### src/rtl/wb_prog_loader_pkg.sv
// Shared definitions for the TMS1x00 program loader: FSM encodings,
// error codes and the wrapper control-register values.
package wb_prog_loader_pkg;

  typedef enum logic [2:0] {
    S_IDLE,
    S_HOLD,
    S_FILL,
    S_WRITE,
    S_VERIFY,
    S_RELEASE,
    S_DONE,
    S_ERR
  } state_e;

  typedef enum logic [1:0] {
    M_IDLE,
    M_CYC,
    M_GAP
  } mp_state_e;

  localparam logic [1:0] ERR_NONE    = 2'd0;
  localparam logic [1:0] ERR_TIMEOUT = 2'd1;
  localparam logic [1:0] ERR_VERIFY  = 2'd2;
  localparam logic [1:0] ERR_LEN     = 2'd3;

  // Wrapper control register: bit0 overrides the core, bit1 holds it in reset.
  localparam int          CTRL_OVR_BIT = 0;
  localparam int          CTRL_RST_BIT = 1;
  localparam logic [31:0] CTRL_HOLD    = (32'd1 << CTRL_OVR_BIT) | (32'd1 << CTRL_RST_BIT);
  localparam logic [31:0] CTRL_RUN     = 32'h0;

endpackage

### src/rtl/wb_prog_loader_if.sv
// Wishbone classic bus between the loader (master) and the core wrapper (slave).
interface wb_prog_loader_if;
  logic [31:0] adr;
  logic [31:0] dat_w;
  logic [31:0] dat_r;
  logic        we;
  logic        cyc;
  logic        stb;
  logic        ack;

  modport master (output adr, dat_w, we, cyc, stb, input dat_r, ack);
  modport slave  (input adr, dat_w, we, cyc, stb, output dat_r, ack);
endinterface

### src/rtl/wb_prog_loader_wb_master_port.sv
// Single-transaction Wishbone engine. A request is latched onto the bus and
// held until the first sampled ack; the bus then idles for GAP cycles so the
// responder's lagging ack cannot be mistaken for the next cycle's. o_done
// pulses when the engine is free again (or on timeout, with o_timeout).
module wb_master_port
  import wb_prog_loader_pkg::*;
#(
  parameter int GAP     = 2,
  parameter int TIMEOUT = 255
) (
  input  logic            wb_clk_i,
  input  logic            wb_rst_n_i,
  input  logic            i_req,
  input  logic            i_we,
  input  logic [31:0]     i_adr,
  input  logic [31:0]     i_dat,
  output logic            o_done,
  output logic            o_timeout,
  output logic [31:0]     o_rdata,
  wb_prog_loader_if.master wbm
);
  localparam int TW = $clog2(TIMEOUT + 1);
  localparam int GW = $clog2(GAP + 1);

  mp_state_e   r_mst, w_mnext;
  logic        r_cyc, r_we;
  logic [31:0] r_adr, r_dat, r_rdata;
  logic [TW-1:0] r_tmo;
  logic [GW-1:0] r_gap;
  logic        w_ack_hit, w_tmo_hit, w_gap_end;

  assign w_ack_hit = (r_mst == M_CYC) && wbm.ack;
  assign w_tmo_hit = (r_mst == M_CYC) && !wbm.ack && (r_tmo == TW'(TIMEOUT - 1));
  assign w_gap_end = (r_mst == M_GAP) && (r_gap == GW'(GAP - 1));

  assign o_done    = w_gap_end || w_tmo_hit;
  assign o_timeout = w_tmo_hit;
  assign o_rdata   = r_rdata;

  assign wbm.cyc   = r_cyc;
  assign wbm.stb   = r_cyc;
  assign wbm.we    = r_we;
  assign wbm.adr   = r_adr;
  assign wbm.dat_w = r_dat;

  // Engine state register.
  always_ff @(posedge wb_clk_i or negedge wb_rst_n_i) begin
    if (!wb_rst_n_i) r_mst <= M_IDLE;
    else             r_mst <= w_mnext;
  end

  // Engine next state: issue, wait for ack or timeout, then idle gap.
  always_comb begin
    w_mnext = r_mst;
    case (r_mst)
      M_IDLE:  if (i_req) w_mnext = M_CYC;
      M_CYC:   if (w_ack_hit) w_mnext = M_GAP;
               else if (w_tmo_hit) w_mnext = M_IDLE;
      M_GAP:   if (w_gap_end) w_mnext = M_IDLE;
      default: w_mnext = M_IDLE;
    endcase
  end

  // Bus registers, timeout and gap counters; reset drops cyc/stb at once.
  always_ff @(posedge wb_clk_i or negedge wb_rst_n_i) begin
    if (!wb_rst_n_i) begin
      r_cyc   <= 1'b0;
      r_we    <= 1'b0;
      r_adr   <= '0;
      r_dat   <= '0;
      r_rdata <= '0;
      r_tmo   <= '0;
      r_gap   <= '0;
    end else begin
      case (r_mst)
        M_IDLE: if (i_req) begin
          r_cyc <= 1'b1;
          r_we  <= i_we;
          r_adr <= i_adr;
          r_dat <= i_dat;
          r_tmo <= '0;
        end
        M_CYC: begin
          if (wbm.ack) begin
            r_cyc   <= 1'b0;
            r_rdata <= wbm.dat_r;
            r_gap   <= '0;
          end else if (w_tmo_hit) begin
            r_cyc <= 1'b0;
          end else begin
            r_tmo <= r_tmo + 1'b1;
          end
        end
        M_GAP:   r_gap <= r_gap + 1'b1;
        default: ;
      endcase
    end
  end

endmodule

### src/rtl/wb_prog_loader.sv
// Boot loader for the wrapped TMS1x00 core: holds the core in reset, streams
// a little-endian byte image into the program RAM window, reads each word
// back to verify it, then releases the core.
module wb_prog_loader
  import wb_prog_loader_pkg::*;
#(
  parameter int          WORDS     = 512,
  parameter logic [31:0] RAM_BASE  = 32'h0001_0000,
  parameter logic [31:0] CTRL_ADDR = 32'h0080_0000,
  parameter int          GAP       = 2,
  parameter int          TIMEOUT   = 255
) (
  input  logic        wb_clk_i,
  input  logic        wb_rst_n_i,
  input  logic        start_i,
  input  logic [11:0] len_i,
  input  logic [7:0]  byte_i,
  input  logic        byte_valid_i,
  output logic        byte_ready_o,
  wb_prog_loader_if.master wbm,
  output logic        busy_o,
  output logic        done_o,
  output logic        err_o,
  output logic [1:0]  err_code_o
);
  // One extra bit so the index can reach WORDS after the last word without wrapping.
  localparam int          IDX_W   = $clog2(WORDS) + 1;
  localparam logic [12:0] MAX_LEN = 13'(4 * WORDS);

  state_e           r_state, w_next;
  logic [11:0]      r_len, r_byte_cnt;
  logic [2:0]       r_lane;
  logic [31:0]      r_word;
  logic [IDX_W-1:0] r_word_idx;
  logic             r_busy, r_done, r_err;
  logic [1:0]       r_err_code;

  logic             w_req, w_we, w_mp_done, w_mp_timeout;
  logic [31:0]      w_adr, w_dat, w_mp_rdata, w_ram_adr;
  logic             w_start, w_take, w_last_byte, w_verify_ok, w_set_done, w_set_err;
  logic [1:0]       w_err_code;

  assign w_ram_adr    = RAM_BASE + {{(30 - IDX_W){1'b0}}, r_word_idx, 2'b00};
  assign w_start      = (r_state == S_IDLE) && start_i;
  assign byte_ready_o = (r_state == S_FILL) && (r_lane < 3'd4) && (r_byte_cnt < r_len);
  assign w_take       = byte_ready_o && byte_valid_i;
  assign w_last_byte  = ((r_byte_cnt + 12'd1) == r_len);

  assign busy_o     = r_busy;
  assign done_o     = r_done;
  assign err_o      = r_err;
  assign err_code_o = r_err_code;

  wb_master_port #(.GAP(GAP), .TIMEOUT(TIMEOUT)) u_port (
    .wb_clk_i  (wb_clk_i),
    .wb_rst_n_i(wb_rst_n_i),
    .i_req     (w_req),
    .i_we      (w_we),
    .i_adr     (w_adr),
    .i_dat     (w_dat),
    .o_done    (w_mp_done),
    .o_timeout (w_mp_timeout),
    .o_rdata   (w_mp_rdata),
    .wbm       (wbm)
  );

  // Sequencer state register.
  always_ff @(posedge wb_clk_i or negedge wb_rst_n_i) begin
    if (!wb_rst_n_i) r_state <= S_IDLE;
    else             r_state <= w_next;
  end

  // Sequencer: chooses the bus transaction for each phase and the next phase.
  always_comb begin
    w_next      = r_state;
    w_req       = 1'b0;
    w_we        = 1'b0;
    w_adr       = CTRL_ADDR;
    w_dat       = CTRL_HOLD;
    w_verify_ok = 1'b0;
    w_set_done  = 1'b0;
    w_set_err   = 1'b0;
    w_err_code  = ERR_NONE;
    case (r_state)
      S_IDLE: if (w_start) begin
        if ({1'b0, len_i} > MAX_LEN) begin
          w_next = S_ERR; w_set_err = 1'b1; w_err_code = ERR_LEN;
        end else begin
          w_next = S_HOLD;
        end
      end
      S_HOLD: begin
        w_req = 1'b1; w_we = 1'b1;
        if (w_mp_done) begin
          if (w_mp_timeout) begin
            w_next = S_ERR; w_set_err = 1'b1; w_err_code = ERR_TIMEOUT;
          end else begin
            w_next = (r_len == 12'd0) ? S_RELEASE : S_FILL;
          end
        end
      end
      S_FILL: if (w_take && ((r_lane == 3'd3) || w_last_byte)) w_next = S_WRITE;
      S_WRITE: begin
        w_req = 1'b1; w_we = 1'b1; w_adr = w_ram_adr; w_dat = r_word;
        if (w_mp_done) begin
          if (w_mp_timeout) begin
            w_next = S_ERR; w_set_err = 1'b1; w_err_code = ERR_TIMEOUT;
          end else begin
            w_next = S_VERIFY;
          end
        end
      end
      S_VERIFY: begin
        w_req = 1'b1; w_adr = w_ram_adr; w_dat = r_word;
        if (w_mp_done) begin
          if (w_mp_timeout) begin
            w_next = S_ERR; w_set_err = 1'b1; w_err_code = ERR_TIMEOUT;
          end else if (w_mp_rdata != r_word) begin
            w_next = S_ERR; w_set_err = 1'b1; w_err_code = ERR_VERIFY;
          end else begin
            w_verify_ok = 1'b1;
            w_next      = (r_byte_cnt < r_len) ? S_FILL : S_RELEASE;
          end
        end
      end
      S_RELEASE: begin
        w_req = 1'b1; w_we = 1'b1; w_dat = CTRL_RUN;
        if (w_mp_done) begin
          if (w_mp_timeout) begin
            w_next = S_ERR; w_set_err = 1'b1; w_err_code = ERR_TIMEOUT;
          end else begin
            w_next = S_DONE; w_set_done = 1'b1;
          end
        end
      end
      S_DONE:  w_next = S_IDLE;
      S_ERR:   w_next = S_IDLE;
      default: w_next = S_IDLE;
    endcase
  end

  // Byte packing, word index and sticky status flags.
  always_ff @(posedge wb_clk_i or negedge wb_rst_n_i) begin
    if (!wb_rst_n_i) begin
      r_len      <= '0;
      r_byte_cnt <= '0;
      r_lane     <= '0;
      r_word     <= '0;
      r_word_idx <= '0;
      r_busy     <= 1'b0;
      r_done     <= 1'b0;
      r_err      <= 1'b0;
      r_err_code <= ERR_NONE;
    end else begin
      if (w_start) begin
        r_len      <= len_i;
        r_byte_cnt <= '0;
        r_lane     <= '0;
        r_word     <= '0;
        r_word_idx <= '0;
        r_busy     <= 1'b1;
        r_done     <= 1'b0;
        r_err      <= 1'b0;
        r_err_code <= ERR_NONE;
      end
      if (w_take) begin
        r_word[{r_lane[1:0], 3'b000} +: 8] <= byte_i;
        r_lane     <= r_lane + 3'd1;
        r_byte_cnt <= r_byte_cnt + 12'd1;
      end
      if (w_verify_ok) begin
        r_word_idx <= r_word_idx + 1'b1;
        r_lane     <= '0;
        r_word     <= '0;
      end
      if (w_set_done) begin
        r_done <= 1'b1;
        r_busy <= 1'b0;
      end
      if (w_set_err) begin
        r_err      <= 1'b1;
        r_err_code <= w_err_code;
        r_busy     <= 1'b0;
      end
    end
  end

endmodule

### src/flat_wrapper.sv
// flat-port wrapper written by rule: the top's interface ports become plain ports
module wb_prog_loader_flat import wb_prog_loader_pkg::*;
#(
  parameter int          WORDS     = 512,
  parameter logic [31:0] RAM_BASE  = 32'h0001_0000,
  parameter logic [31:0] CTRL_ADDR = 32'h0080_0000,
  parameter int          GAP       = 2,
  parameter int          TIMEOUT   = 255
)
  (wb_clk_i, wb_rst_n_i, start_i, len_i, byte_i, byte_valid_i, byte_ready_o, busy_o, done_o, err_o, err_code_o, wbm_adr, wbm_dat_w, wbm_we, wbm_cyc, wbm_stb, wbm_dat_r, wbm_ack);
  wb_prog_loader_if wbm_i ();
  input  logic wb_clk_i;
  input  logic wb_rst_n_i;
  input  logic start_i;
  input  logic [11:0] len_i;
  input  logic [7:0] byte_i;
  input  logic byte_valid_i;
  output logic byte_ready_o;
  output logic busy_o;
  output logic done_o;
  output logic err_o;
  output logic [1:0] err_code_o;
  output wire logic [$bits(wbm_i.adr)-1:0] wbm_adr;
  output wire logic [$bits(wbm_i.dat_w)-1:0] wbm_dat_w;
  output wire logic [$bits(wbm_i.we)-1:0] wbm_we;
  output wire logic [$bits(wbm_i.cyc)-1:0] wbm_cyc;
  output wire logic [$bits(wbm_i.stb)-1:0] wbm_stb;
  input wire logic [$bits(wbm_i.dat_r)-1:0] wbm_dat_r;
  input wire logic [$bits(wbm_i.ack)-1:0] wbm_ack;
  assign wbm_adr = wbm_i.adr;
  assign wbm_dat_w = wbm_i.dat_w;
  assign wbm_we = wbm_i.we;
  assign wbm_cyc = wbm_i.cyc;
  assign wbm_stb = wbm_i.stb;
  assign wbm_i.dat_r = wbm_dat_r;
  assign wbm_i.ack = wbm_ack;
  wb_prog_loader #(.WORDS(WORDS), .RAM_BASE(RAM_BASE), .CTRL_ADDR(CTRL_ADDR), .GAP(GAP), .TIMEOUT(TIMEOUT)) u_core (.wb_clk_i(wb_clk_i), .wb_rst_n_i(wb_rst_n_i), .start_i(start_i), .len_i(len_i), .byte_i(byte_i), .byte_valid_i(byte_valid_i), .byte_ready_o(byte_ready_o), .wbm(wbm_i), .busy_o(busy_o), .done_o(done_o), .err_o(err_o), .err_code_o(err_code_o));
endmodule
### config.mk
export PLATFORM = sky130hd
export DESIGN_NAME = wb_prog_loader_flat
export DESIGN_NICKNAME = d
export VERILOG_FILES = /design/src/rtl/wb_prog_loader_pkg.sv /design/src/rtl/wb_prog_loader_if.sv /design/src/rtl/wb_prog_loader_wb_master_port.sv /design/src/rtl/wb_prog_loader.sv /design/src/flat_wrapper.sv
export SDC_FILE = /design/constraint.sdc
export NUM_CORES = 1
export LEC_CHECK = 0
export CAP_MARGIN = 10
export CORE_MARGIN = 3
export CORE_UTILIZATION = 59
export DETAILED_ROUTE_END_ITERATION = 12
export PLACE_DENSITY = 0.86
export SLEW_MARGIN = 20
export SYNTH_ARGS = -nofsm -noshare
export SYNTH_HDL_FRONTEND = slang
export SYNTH_SLANG_ARGS = --single-unit
### constraint.sdc
create_clock -name wb_clk_i -period 3.39 [get_ports wb_clk_i]
set_input_delay 0.339 -clock wb_clk_i [delete_from_list [all_inputs] [get_ports wb_clk_i]]
set_output_delay 0.339 -clock wb_clk_i [all_outputs]
set_load 0.03 [all_outputs]
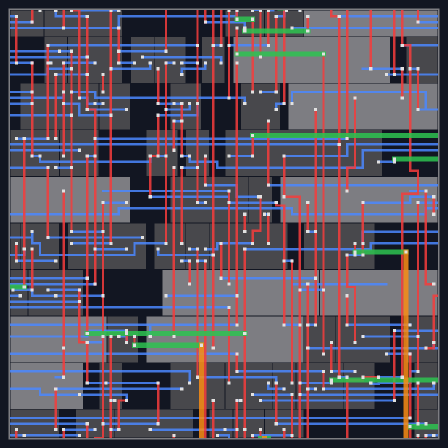
*Zoomed window, run 1*
Region (50, 50) to (75, 75) um. Cells in grey, sequential cells in the stronger grey; small squares are vias.
- orange: met4
- green: met3
- red: met2
- blue: met1
- most frequent: dfrtp_1 (9), inv_1 (5), ha_1 (5)
- sequential cells in the window: 9
- cells with their middle in the window: 54
- netlist names of flops here include: u_core.r_lane (2), u_core.r_word (2), u_core.u_port.o_rdata (2)

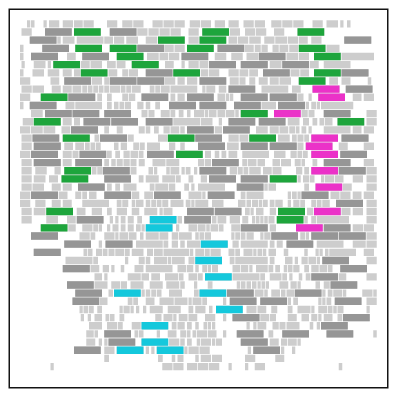
*Sequential cells coloured by netlist name, run 1*
Scale: 3 px per um. Other sequential cells in the stronger grey, the rest of the logic in the fainter grey.
- cyan: u_core.r_len (sequential cells 12)
- green: u_core.u_port.wbm.dat_w (sequential cells 32)
- magenta: u_core.r_word_idx (sequential cells 10)

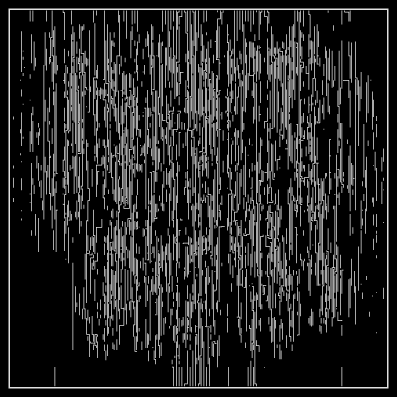
*Signal wires on met2, run 1*
Scale: 3 px per um.
- longest straight run: 51.3 um
- wire length on this layer: 10400 um
- share of all routed wire: 49%

==> CHANGELOG.md, run 1 <==
### Changed

* Outcome: finished with violations
* Violations in the final reports: hold timing
* Power Sequential at a little over 3 mW
* Area of the multi-input gates at about 3900 um^2
* Worst Setup End Kind: primary output
* Die Wd at ~130 um
* Crit-path slowest cell: sky130_fd_sc_hd__nor4b_4
* Post-placement cell count at 1072
* Violation tally from detailed-route iteration zero at between 600 and 700
* Post-CTS Setup Inserts at 0
* Number of buffers between clock root and the deepest sink at 2
* Final-layout non-clock buffer area share at 0.117
* Distinct cell type count of the synthesized netlist at around 57
* Number of clock sinks at 167
* Buffer-and-inverter tally for the worst setup path at 1
* Hold buffers post-CTS at 0
* Setup slack after layout at between 400 and 500 ps
* Worst Hold Slack at -27.5 ps
* Final tally of hold violations at 8
* Proportion of layout cells with a drive suffix above 1 at 0.0976
* Async SR Flop Fraction at 1.00
-- run 1: routing by layer --
layer  part of all wire  wire, um
met2               0.49     10400
met5                  0         0
met3              0.058      1230
met4              0.029       616
met1               0.42      8990
-- run 1: registers in the layout, summed over array words and instances, names as in the netlist --
signal,count
u_core.u_port.o_rdata,32
u_core.u_port.wbm.we,1
u_core.busy_o,1
u_core.done_o,1
u_core.r_word_idx,10
u_core.r_len,12
u_core.u_port.r_tmo,8
u_core.u_port.wbm.dat_w,32
u_core.r_state,3
u_core.u_port.r_gap,2
u_core.r_lane,3
u_core.r_word,32
u_core.r_byte_cnt,12
u_core.u_port.wbm.adr,12
u_core.err_o,1
u_core.u_port.r_mst,2
u_core.err_code_o,2
u_core.u_port.wbm.cyc,1
-- run 1: cell usage after synthesis, drive strengths merged (6+ instances only) --
cell,n,area share
mux2,34,0.045
a22oi,10,0.0089
a22o,44,0.046
o21ai,39,0.023
nor4,9,0.0067
inv,24,0.011
nor3,11,0.0065
clkbuf,22,0.0098
nand4,43,0.032
nand3,48,0.028
a21oi,57,0.034
nor2b,10,0.0083
xor2,6,0.0062
nor2,35,0.016
buf,43,0.037
mux2i,7,0.0083
and3,12,0.0089
nand2,69,0.031
xnor2,45,0.047
dfrtp,167,0.49
ha,25,0.037
-- run 1: cells by family (layout without fill, tap and decap cells) --
| group | count (synthesis) | in the layout | synth area share |
|---|---|---|---|
| fa+ha+maj | 25 | 25 | 0.0370 |
| simple gates | 256 | 256 | 0.157 |
| flops | 167 | 167 | 0.495 |
| compound gates | 186 | 186 | 0.146 |
| buf+inv | 89 | 176 | 0.0578 |
| mux | 41 | 41 | 0.0536 |
| other cells | 1 | 20 | 0.000444 |
| xor+xnor | 51 | 51 | 0.0529 |
==> inputs of run 2 (changes only) <==
- REMOVE_ABC_BUFFERS: default -> 1
- clock period: 3.39 -> 3.7 ns (I/O delays scaled with it)
==> CHANGELOG.md, run 2 <==
### Changed

* Outcome: finished with violations
* Violations in the final reports: hold timing
* Unrepaired setup endpoints after global routing: false
* P per Cell Area at 704 nW/um^2
* Largest area contributor in the synthesized netlist: sky130_fd_sc_hd__dfrtp_1
* Combinational power at 2.54 mW
* Worst Setup End Kind: primary output
* Die Wd at 126 um (unchanged)
* Distinct cell type count of the synthesized netlist at 57 (unchanged)
* Post-synth tally of flip-flops with integrated enable at 0
* Initial antenna violation count at 0
* Leakage dissipation at approximately 4.4 nW
* Endpoint of the worst register-to-register path: u_core.r_byte_cnt[8]
* Gp weighted congestion at between 0.9 and 1
* Proportion of layout cells with a drive suffix above 1 at 0.0985 (+0.000871)
* Async SR Flop Fraction at 1.00 (unchanged)
* Buffer-and-inverter tally for the worst setup path at 1 (unchanged)
* Top power group: sequential cells
* Commonest cells in the netlist: 167 x sky130_fd_sc_hd__dfrtp_1, 69 x sky130_fd_sc_hd__nand2_1, 56 x sky130_fd_sc_hd__a21oi_1
* Number of buffers between clock root and the deepest sink at 2 (unchanged)
* Crit-path slowest cell: sky130_fd_sc_hd__clkdlybuf4s50_1
* Violation tally from detailed-route iteration zero at 586 (-16%)
* Seq/Total Area, Yosys at 0.495
* Top cells by area in the synthesized netlist: sky130_fd_sc_hd__dfrtp_1 49%, sky130_fd_sc_hd__xnor2_1 4.7%, sky130_fd_sc_hd__a22o_1 4.6%, sky130_fd_sc_hd__mux2_2 4.5%, sky130_fd_sc_hd__ha_1 3.7%
* Slew at the pin closest to its max-slew limit at 958 ps
* Switching Fraction at 0.383
* Post-Syn Instances at about 800
* Switch Pwr at 2.74 mW
* Number of clock sinks at 167 (unchanged)
* Post-route fraction of the period consumed by the critical path at 0.899
* Resized Gates After CTS at 0
* CTS tree: done
* Relative contribution of combinational cells to total power at 0.355
* Hold buffers post-CTS at 0 (unchanged)
* Start-to-end type of the worst setup path: reg2out
* Synthesis Warnings at 0
* Power Sequential at 2.79 mW (-8.5%)
* Most frequently used cell type in the post-synthesis netlist: sky130_fd_sc_hd__dfrtp_1
* Post-CTS Setup Inserts at 0 (unchanged)
* Final tally of hold violations at 2 (-6)
* Area share, top type at 0.495 (unchanged)
* Worst Hold Slack at -8.36 ps (+19.2 ps)
* Highest Clock Rate at roughly 300 MHz
-- run 2: cell counts after synthesis --
Identical to the previous run, type by type.
-- run 2: logic make-up (layout without fill, tap and decap cells) --
group,count (synthesis),after routing,share of synthesized area
buf+inv,89,178,0.0578
xor+xnor,51,51,0.0529
fa+ha+maj,25,25,0.0370
other cells,1,20,0.000444
compound gates,186,186,0.146
mux,41,41,0.0536
flops,167,167,0.495
simple gates,256,256,0.157
-- run 2: how the worst max path moves through the flow --
stage	startpoint	endpoint	cells after the start
after floorplan	u_core.r_state[0]	u_core.u_port.wbm.adr[10]	5
after global placement	u_core.r_byte_cnt[3]	byte_ready_o	5
after detailed placement	u_core.r_byte_cnt[1]	byte_ready_o	6
after CTS	u_core.r_byte_cnt[7]	byte_ready_o	5
after global routing	u_core.r_byte_cnt[3]	byte_ready_o	5
final	u_core.r_byte_cnt[7]	byte_ready_o	5
-- run 2: metal layers --
layer	part of all wire	wire, um	track usage
met5	0	0	0
met4	0.020	421	0.0804
met3	0.070	1490	0.0577
met2	0.49	10500	0.456
met1	0.42	8930	0.376
-- run 2: final cells by class --
class,count,area (um^2)
sequential,167,4180
tap,180,225
timing repair buffer,122,1190
clock buffer,19,443
fill,990,3780
clock inverter,13,160
multi-input combinational,579,3860
inverter,24,90.1
-- run 2: metrics by stage --
step | total power, mW | util | setup slack (ps) | instances | hold slack (ps)
after floorplan | 4.43 | - | 171 | 770 | 74.4
after global placement | 5.20 | 0.685 | 880 | 1072 | 467
after detailed placement | 5.30 | 0.685 | 864 | 1072 | 478
after CTS | 7.14 | 0.728 | 380 | 1104 | 29.2
after global routing | 7.56 | 0.728 | 229 | 1104 | 51.8
final | 7.15 | 0.728 | 374 | 1104 | -8.36
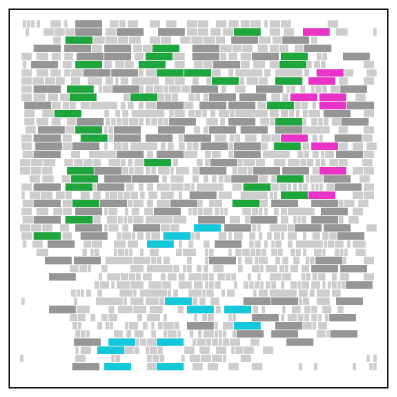
*Sequential cells coloured by netlist name, run 2*
Scale: 3 px per um. Other sequential cells in the stronger grey, the rest of the logic in the fainter grey.
- green: u_core.u_port.wbm.dat_w (sequential cells 32)
- magenta: u_core.r_word_idx (sequential cells 10; where north-east)
- cyan: u_core.r_len (sequential cells 12; where south)
- not coloured: 113

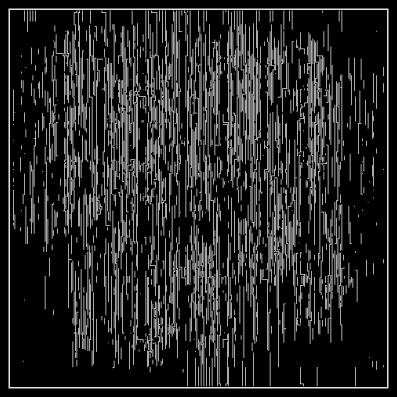
*Signal wires on met2, run 2*
Scale: 3 px per um.
- share of all routed wire: 49%
- wire length on this layer: 10500 um
- main direction: vertical
- nets with wire on the layer: 867

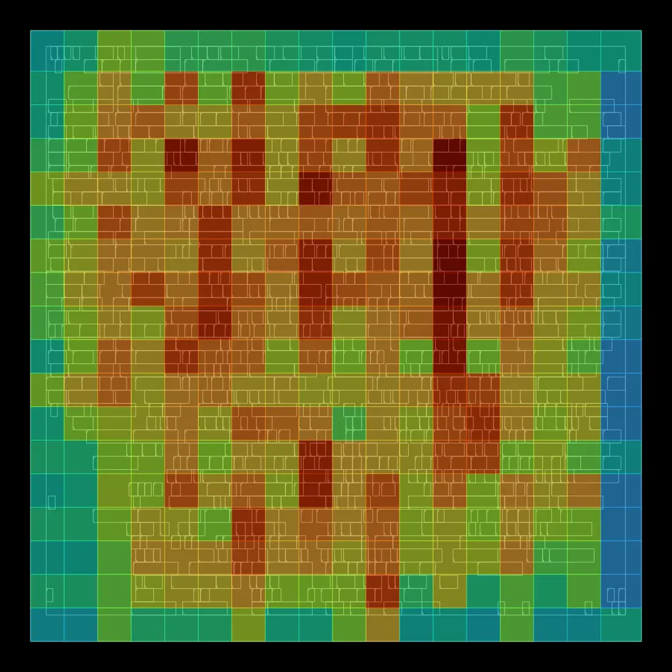
*Routing congestion, run 2*
Final Core Density: 0.728
busiest grt layer: met2

### Sizing map, run 2

Scale: 4 px per um.
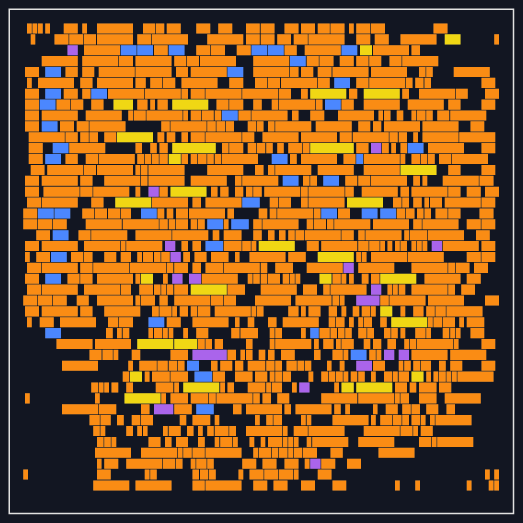

==> inputs of run 3 (changes only) <==
- CORE_ASPECT_RATIO: default -> 1.4
- SKIP_LAST_GASP: default -> 1
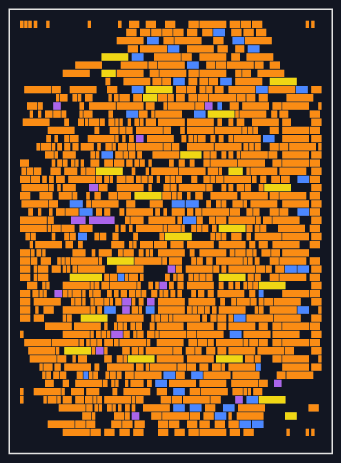
*Sizing map, run 3*
Scale: 3 px per um.
- blue: drive 2 (cells 47; share 5.1%)
- yellow: drive 6 and up (cells 23; share 2.5%)
- purple: drive 3 to 4 (cells 17; share 1.8%)
- orange: drive 1 or less (cells 835; share 91%)

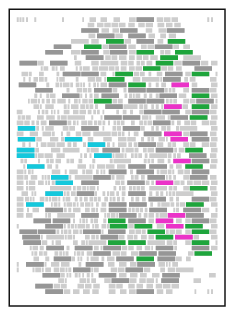
*Sequential cells coloured by netlist name, run 3*
Scale: 2 px per um. Other sequential cells in the stronger grey, the rest of the logic in the fainter grey.
- cyan: u_core.r_len (sequential cells 12; where west)
- green: u_core.u_port.wbm.dat_w (sequential cells 32)
- magenta: u_core.r_word_idx (sequential cells 10)
- not coloured: 113

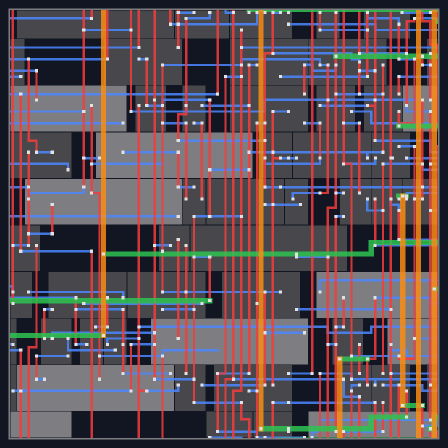
*Zoomed window, run 3*
Region (41, 61) to (66, 86) um. Cells in grey, sequential cells in the stronger grey; small squares are vias.
- blue: met1
- green: met3
- orange: met4
- red: met2
- sequential cells in the window: 7
- most frequent: ha_1 (8), dfrtp_1 (7)
- netlist names of flops here include: u_core.r_lane (3), u_core.r_len (2), u_core.r_word (2)
- cells with their middle in the window: 48

==> CHANGELOG.md, run 3 <==
### Changed

* Outcome: complete, no violations
* Worst Hold Slack at 488 ps (+496 ps)
* Violation tally from detailed-route iteration zero at 416 (-29%)
* Resized Gates After CTS at 0 (unchanged)
* Gp weighted congestion at 0.924 (-0.42%)
* P per Cell Area at 689 nW/um^2 (-2.1%)
* Setup slack after layout at 325 ps (-48.6 ps)
* Top cells by area in the synthesized netlist: sky130_fd_sc_hd__dfrtp_1 49%, sky130_fd_sc_hd__xnor2_1 4.7%, sky130_fd_sc_hd__a22o_1 4.6%, sky130_fd_sc_hd__mux2_2 4.5%, sky130_fd_sc_hd__ha_1 3.7%
* Switch Pwr at 2.62 mW (-4.1%)
* Post-CTS Setup Inserts at 0 (unchanged)
* Post-Syn Instances at 816 (unchanged)
* Distinct cell type count of the synthesized netlist at 57 (unchanged)
* Number of clock sinks at 167 (unchanged)
* Startpoint of the worst setup timing path: u_core.r_byte_cnt[1]
* Die Wd at 107 um (-15%)
* Number of buffers between clock root and the deepest sink at 2 (unchanged)
* Number of non-filler instances in the completed layout at 1107 (+0.27%)
* Highest Clock Rate at 296 MHz (-1.4%)
* Synthesis Warnings at 0 (unchanged)
* Area share, top type at 0.495 (unchanged)
-- run 3: cell counts after synthesis --
Identical to the previous run, type by type.
-- run 3: logic make-up (layout without fill, tap and decap cells) --
logic type	Yosys count	count (layout)
adder cells (fa/ha/maj)	25	25
AND-OR/OR-AND	186	186
other	1	20
AND/OR/NAND/NOR	256	256
flip-flops	167	167
buffers and inverters	89	176
XOR/XNOR	51	51
multiplexers	41	41
-- run 3: power groups by stage --
stage,Combinational [mW],Sequential (mW),Clock (mW)
2_1_floorplan,1.61,2.83,0
3_3_place_gp,2.39,2.81,0
3_5_place_dp,2.47,2.83,0
4_1_cts,2.49,2.80,1.68
5_1_grt,2.74,2.86,1.76
6_report,2.49,2.81,1.66
-- run 3: final timing paths --
| check | cells after the start | end |
|---|---|---|
| max reg2reg | 9 | u_core.r_state[0] |
| max | 6 | byte_ready_o |
| max in group asynchronous | 3 | u_core.r_lane[2] |
| min | 1 | u_core.r_word_idx[9] |
| min reg2reg | 1 | u_core.r_word_idx[9] |
| min in group asynchronous | 2 | u_core.u_port.wbm.dat_w[19] |
-- run 3: layout make-up --
cell class,count,area share
Clock buffer,22,0.0469
Clock inverter,8,0.00742
Inverter,24,0.00891
Multi-Input combinational cell,579,0.381
Sequential cell,167,0.413
Tap cell,185,0.0229
Timing Repair Buffer,122,0.119
-- run 3: routing by layer --
metal  up-vias  track usage  part of all wire  routed length (um)
met2       260        0.465              0.53               10800
met5         -            0                 0                   0
met3        56       0.0572             0.053                1070
met4         0        0.111             0.036                 733
li1       3101            -                 -                   -
met1      3319        0.314              0.38                7740
Power and IR drop assume default switching activity.
